Figure 1. Register map, names as in the netlist.
Bar = 50 µm. Other sequential cells in the stronger grey, the rest of the logic in the fainter grey.
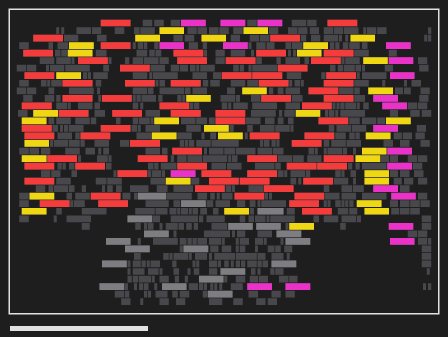
Figure 2. Cells coloured by class.
Bar = 50 µm.
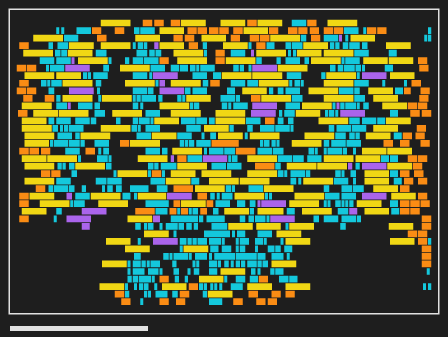
Figure 3. Signal wires by layer.
Bar = 50 µm. Two of the layers only.
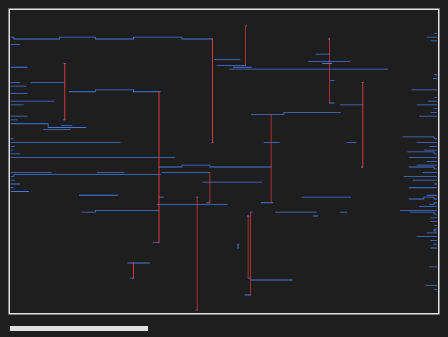
Figure 4. Selected gate families.
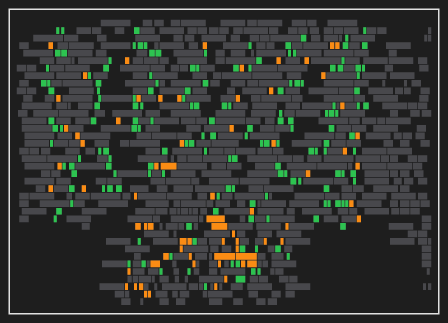
$ cat config.mk
export PLATFORM = sky130hd
export DESIGN_NAME = cdf_store
export DESIGN_NICKNAME = d
export VERILOG_FILES = /design/src/rtl/cdf_pkg.sv /design/src/rtl/cdf_wr_fifo.sv /design/src/rtl/cdf_store.sv
export SDC_FILE = /design/constraint.sdc
export NUM_CORES = 1
export LEC_CHECK = 0
export CAP_MARGIN = 20
export CORE_ASPECT_RATIO = 0.7
export CORE_MARGIN = 2
export CORE_UTILIZATION = 50
export CTS_BUF_LIST = sky130_fd_sc_hd__clkbuf_16
export DETAILED_ROUTE_END_ITERATION = 12
export PLACE_DENSITY = 0.79
export SYNTH_ARGS = -nofsm -noshare
export SYNTH_HDL_FRONTEND = slang
export SYNTH_HIERARCHICAL = 1
export SYNTH_SLANG_ARGS = --single-unit
$ cat constraint.sdc
create_clock -name clock -period 4.1 [get_ports clock]
set_input_delay 0.82 -clock clock [delete_from_list [all_inputs] [get_ports clock]]
set_output_delay 0.82 -clock clock [all_outputs]
set_load 0.1 [all_outputs]
$ cat src/rtl/cdf_pkg.sv
// Shared constants, widths and FSM state type for the CDF write-back stage.
package cdf_pkg;

  localparam logic [15:0] CDF_TAG  = 16'haaaa;
  localparam int          CDF_BINS = 256;
  localparam int          DATA_W   = 20;
  localparam int          ADDR_W   = 16;
  localparam int          BUS_W    = 36;
  localparam int          CNT_W    = 9;

  typedef enum logic [1:0] {
    IDLE,
    ACTIVE,
    FLUSH,
    DONE
  } cdf_state_t;

endpackage

$ cat src/rtl/cdf_wr_fifo.sv
// Small synchronous FIFO whose front entry is held in a dedicated register,
// so consumers see a flop-driven head that only moves on a pop.
module cdf_wr_fifo #(
  parameter int DEPTH = 2,
  parameter int WIDTH = 36
) (
  input  logic             clock,
  input  logic             reset,
  input  logic             clear,
  input  logic             push,
  input  logic             pop,
  input  logic [WIDTH-1:0] din,
  output logic [WIDTH-1:0] head,
  output logic             head_valid,
  output logic             full,
  output logic             will_empty
);

  localparam int PW = $clog2(DEPTH);
  localparam int CW = $clog2(DEPTH + 1);
  localparam logic [CW-1:0] FULL_CNT = CW'(DEPTH);

  logic [WIDTH-1:0] mem [DEPTH];
  logic [PW-1:0]    wr_ptr, rd_ptr, rd_next;
  logic [CW-1:0]    count, remain, count_next;
  logic             do_push, do_pop;

  assign full       = (count == FULL_CNT);
  assign do_pop     = pop && (count != '0);
  assign do_push    = push && (!full || do_pop);
  assign remain     = count - CW'(do_pop);
  assign count_next = remain + CW'(do_push);
  assign rd_next    = rd_ptr + PW'(do_pop);
  assign will_empty = (count_next == '0);

  always_ff @(posedge clock) begin
    if (do_push && !clear) mem[wr_ptr] <= din;
  end

  // Next head is the incoming word when nothing older survives this cycle's pop.
  always_ff @(posedge clock or posedge reset) begin
    if (reset) begin
      wr_ptr     <= '0;
      rd_ptr     <= '0;
      count      <= '0;
      head       <= '0;
      head_valid <= 1'b0;
    end else if (clear) begin
      wr_ptr     <= '0;
      rd_ptr     <= '0;
      count      <= '0;
      head       <= '0;
      head_valid <= 1'b0;
    end else begin
      if (do_push) wr_ptr <= wr_ptr + PW'(1);
      rd_ptr     <= rd_next;
      count      <= count_next;
      head_valid <= (count_next != '0);
      if (count_next == '0)  head <= '0;
      else if (remain == '0) head <= din;
      else                   head <= mem[rd_next];
    end
  end

endmodule

$ cat src/rtl/cdf_store.sv
// Write-back of the accumulated CDF stream into tagged histogram memory,
// with a small stall buffer, bin counting and frame completion tracking.
module cdf_store
  import cdf_pkg::*;
#(
  parameter logic [15:0] TAG   = CDF_TAG,
  parameter int          BINS  = CDF_BINS,
  parameter int          DEPTH = 2
) (
  input  logic              clock,
  input  logic              reset,
  input  logic              start,
  input  logic              valid_in,
  input  logic [DATA_W-1:0] data_in,
  input  logic [ADDR_W-1:0] addr_in,
  input  logic              done_in,
  input  logic              output_base_offset,
  input  logic              write_grant,
  output logic [BUS_W-1:0]  WriteBus,
  output logic [ADDR_W-1:0] WriteAddr,
  output logic              WriteEnable,
  output logic              busy,
  output logic [DATA_W-1:0] last_value,
  output logic              overflow_err,
  output logic              done
);

  localparam int FIFO_W = ADDR_W + DATA_W;
  localparam logic [CNT_W-1:0] BINS_CNT = CNT_W'(BINS);
  localparam logic [CNT_W-1:0] LAST_CNT = CNT_W'(BINS - 1);

  cdf_state_t        state;
  logic [CNT_W-1:0]  write_count, count_next;
  logic [FIFO_W-1:0] head;
  logic              head_valid, full, will_empty;
  logic              push_req, pop, drop, at_max;
  logic              unused_addr_msb;

  assign unused_addr_msb = addr_in[15];
  assign push_req   = valid_in && start && (state == ACTIVE);
  assign pop        = head_valid && write_grant;
  assign drop       = push_req && full && !pop;
  assign at_max     = (write_count == BINS_CNT);
  assign count_next = (pop && !at_max) ? write_count + 1'b1 : write_count;

  // The destination half is latched with the entry, not applied at write time.
  cdf_wr_fifo #(
    .DEPTH(DEPTH),
    .WIDTH(FIFO_W)
  ) u_fifo (
    .clock      (clock),
    .reset      (reset),
    .clear      (!start),
    .push       (push_req),
    .pop        (pop),
    .din        ({output_base_offset, addr_in[14:0], data_in}),
    .head       (head),
    .head_valid (head_valid),
    .full       (full),
    .will_empty (will_empty)
  );

  assign WriteEnable = head_valid;
  assign WriteAddr   = head[FIFO_W-1 -: ADDR_W];
  assign WriteBus    = {head_valid ? TAG : 16'h0000, head[DATA_W-1:0]};

  always_ff @(posedge clock or posedge reset) begin
    if (reset) begin
      state        <= IDLE;
      write_count  <= '0;
      busy         <= 1'b0;
      done         <= 1'b0;
      overflow_err <= 1'b0;
      last_value   <= '0;
    end else if (!start) begin
      state        <= IDLE;
      write_count  <= '0;
      busy         <= 1'b0;
      done         <= 1'b0;
      overflow_err <= 1'b0;
    end else begin
      // The first commit of a frame clears the previous frame's result.
      if (pop) begin
        write_count <= count_next;
        if (at_max) overflow_err <= 1'b1;
        if (write_count == LAST_CNT) last_value <= head[DATA_W-1:0];
        else if (write_count == '0)  last_value <= '0;
      end
      case (state)
        IDLE: begin
          state <= ACTIVE;
          busy  <= 1'b1;
        end
        ACTIVE: begin
          if (drop) overflow_err <= 1'b1;
          if (done_in || count_next == BINS_CNT) state <= FLUSH;
        end
        FLUSH: begin
          if (valid_in) overflow_err <= 1'b1;
          if (will_empty) begin
            state <= DONE;
            busy  <= 1'b0;
            done  <= 1'b1;
          end
        end
        default: begin
          if (valid_in) overflow_err <= 1'b1;
        end
      endcase
    end
  end

endmodule

==> results.txt <==
Item: results of the latest flow run.

- According to the floorplan report, the placeable core area is 15500 µm².
- The synthesized-area fraction occupied by ao, oa, aoi and oai cells is 11.6%.
- The layout net count is 774.
- The initial core utilization is 51.2%.
- The maximum number of pins on one net before global-route repair is 146.
- The register-to-register path setup slack is 960 ps.
- The cell count listed in synth_stat.txt is 641.
- The net switching power is 1490 µW.
- The group with the largest share of power is registers.
- The synthesized design devotes to its leading area cell type 27.2% of total area.
- The register with the most flip-flops in the layout has 72 of them.
- The H-tree depth reported by CTS is 4.
- The TritonCTS buffer count is 17.
- In the global route stage, met1 resource usage came out at 25.9%.
- The placer congestion estimate is 0.869.
- The fraction of registers with async set or reset after synthesis is 51.0%.
- The detailed router placed 5298 vias in this run.
- Between clock sinks in the finished design, the worst skew comes to 9.99 ps.
- Internal power comes to 2750 µW.
- Per the finish-stage timing summary, setup violations number 0.
- Per the post-CTS timing run, clock transition at the registers of the reported paths is 50 ps.
- The final hold violation count is 0.
- Counting tap cells, the placed design contains a total of 902 instances.
- The final timing report gives a worst setup slack of 618 ps.
- A synthesized cell averages 12.4 µm².
- Routing resource usage on met2 recorded by global route was 35.8%.
- The first-pass GRT wire length is 27400 µm.
- Of the total power, the clock network draws 32.3%.
- The number of global-route vias before repair was 5516.
- OpenSTA, run right after detailed placement, puts the worst setup slack at 252 ps.
- The most numerous cell on the critical path is sky130_fd_sc_hd__inv_1.
- The family with the most delay on the worst path is simple AND/OR/NAND/NOR gates.
- The tightest hold path in the finished design has a slack of 490 ps.
- The top logic cell family in the synthesized netlist is simple AND/OR/NAND/NOR gates.
- The leakage power total is 0.00359 µW.
- Headroom to the max-slew limit came out at 30.1%.
- For this run, the chip area from Yosys synthesis comes to 7940 µm².
- The tree is rooted in a sky130_fd_sc_hd__clkbuf_16.
- The DRC marker count from the first detailed-route iteration is 406.
- The placement-stage cell area is 8990 µm².
- After layout, the minimum clock period comes to 3480 ps.
- The critical-path maximum fanout is 8.
- The maximum buffer depth of the clock tree is 2.
- At the end of the flow the core is filled with cells to 61.7%.
- The worst setup path is captured at a flop.
- The sum of buffers and inverters on the critical path is 3.
- At the worst endpoint, the arrival time is 3780 ps.
- Setup total negative slack on the finished layout was measured at 0 ps.
- The area growth from synthesis to final layout is 20.5%.
- Multiplexer cells account for 12.4% of the synthesized area.
- For this run the aggregate overflow at the end of global routing stands at 0.
- The flow ran to the end, and the final reports show no timing, DRC or antenna violations.
- From bottom edge to top edge, the die measures 109 µm.
- Per the GRT log, the top usage layer is met2.
- The synthesized netlist devotes 1.26% of its cell area to adder and majority cells.
- The main flop type is sky130_fd_sc_hd__dfrtp_1.
- The number of standard cells after synthesis is 641.
- The transition time at the pin with the least slew margin is 1050 ps.
- The number of different library cells used by synthesis comes to 57.
- For the sequential group, total power comes out at 1690 µW.
- The number of core rows is 38.
## Picture notes: Figure 1
colour	signal	flops
magenta	last_value	20
red	u_fifo/mem	72
yellow	u_fifo/head	36

## Picture notes: Figure 2
colour	class	cells
yellow	flip-flops	147
purple	clock drivers and dummy loads	32
orange	other buffers and delay cells	120
cyan	all other logic	437

## Picture notes: Figure 3
colour	layer	wire length
red	met4	322 µm
blue	met3	1010 µm

## Picture notes: Figure 4
colour	family	cells
green	NAND gates	162
orange	NOR gates	70

path summary, 6_finish.rpt:
| check | from | to | cells after the start |
|---|---|---|---|
| worst max-delay path | write_grant | state[0]$_DFFE_PP0P_ | 12 |
| worst min-delay path | u_fifo/head[5]$_DFF_PP0_ | last_value[5]$_DFFE_PP0P_ | 1 |
| worst max register to register | u_fifo/head_valid$_DFF_PP0_ | state[0]$_DFFE_PP0P_ | 11 |
| worst min register to register | u_fifo/head[5]$_DFF_PP0_ | last_value[5]$_DFFE_PP0P_ | 1 |
| max in group asynchronous | reset | u_fifo/rd_ptr$_DFF_PP0_ | 2 |
| min in group asynchronous | reset | last_value[18]$_DFFE_PP0P_ | 3 |
layout make-up:
cell class / count / area (µm²) / share of cell area [%]
well taps: 200 / 250 / 2.62
flip-flops and latches: 147 / 4040 / 42.3
inverters: 15 / 56.3 / 0.589
clock buffers: 18 / 450 / 4.71
clock inverters: 14 / 73.8 / 0.772
repair buffers: 120 / 1240 / 13.0
diodes: 1 / 2.50 / 0.0262
multi-input cells: 422 / 3440 / 36.0
cell usage in the layout, fill, tap and decap left out, types with 20 or more instances in the layout:
cell type and count:
sky130_fd_sc_hd__a22o_1 20, sky130_fd_sc_hd__nand2_1 82, sky130_fd_sc_hd__nand2b_1 73, sky130_fd_sc_hd__nor2_1 20, sky130_fd_sc_hd__a311oi_2 36, sky130_fd_sc_hd__clkdlybuf4s50_1 109
sky130_fd_sc_hd__edfxtp_1 72, sky130_fd_sc_hd__mux2_4 40, sky130_fd_sc_hd__dfrtp_1 73, sky130_fd_sc_hd__nor3_1 39, sky130_fd_sc_hd__mux2_2 24
routing by layer:
metal	part of all wire [%]	routed length, µm	vias to the layer above
met5	0	0	-
met4	1.8	321	0
met3	5.8	1010	29
met2	49	8580	145
met1	43	7510	2690
li1	-	-	2434
No activity file was given, so power comes from the tool's default toggle rates.
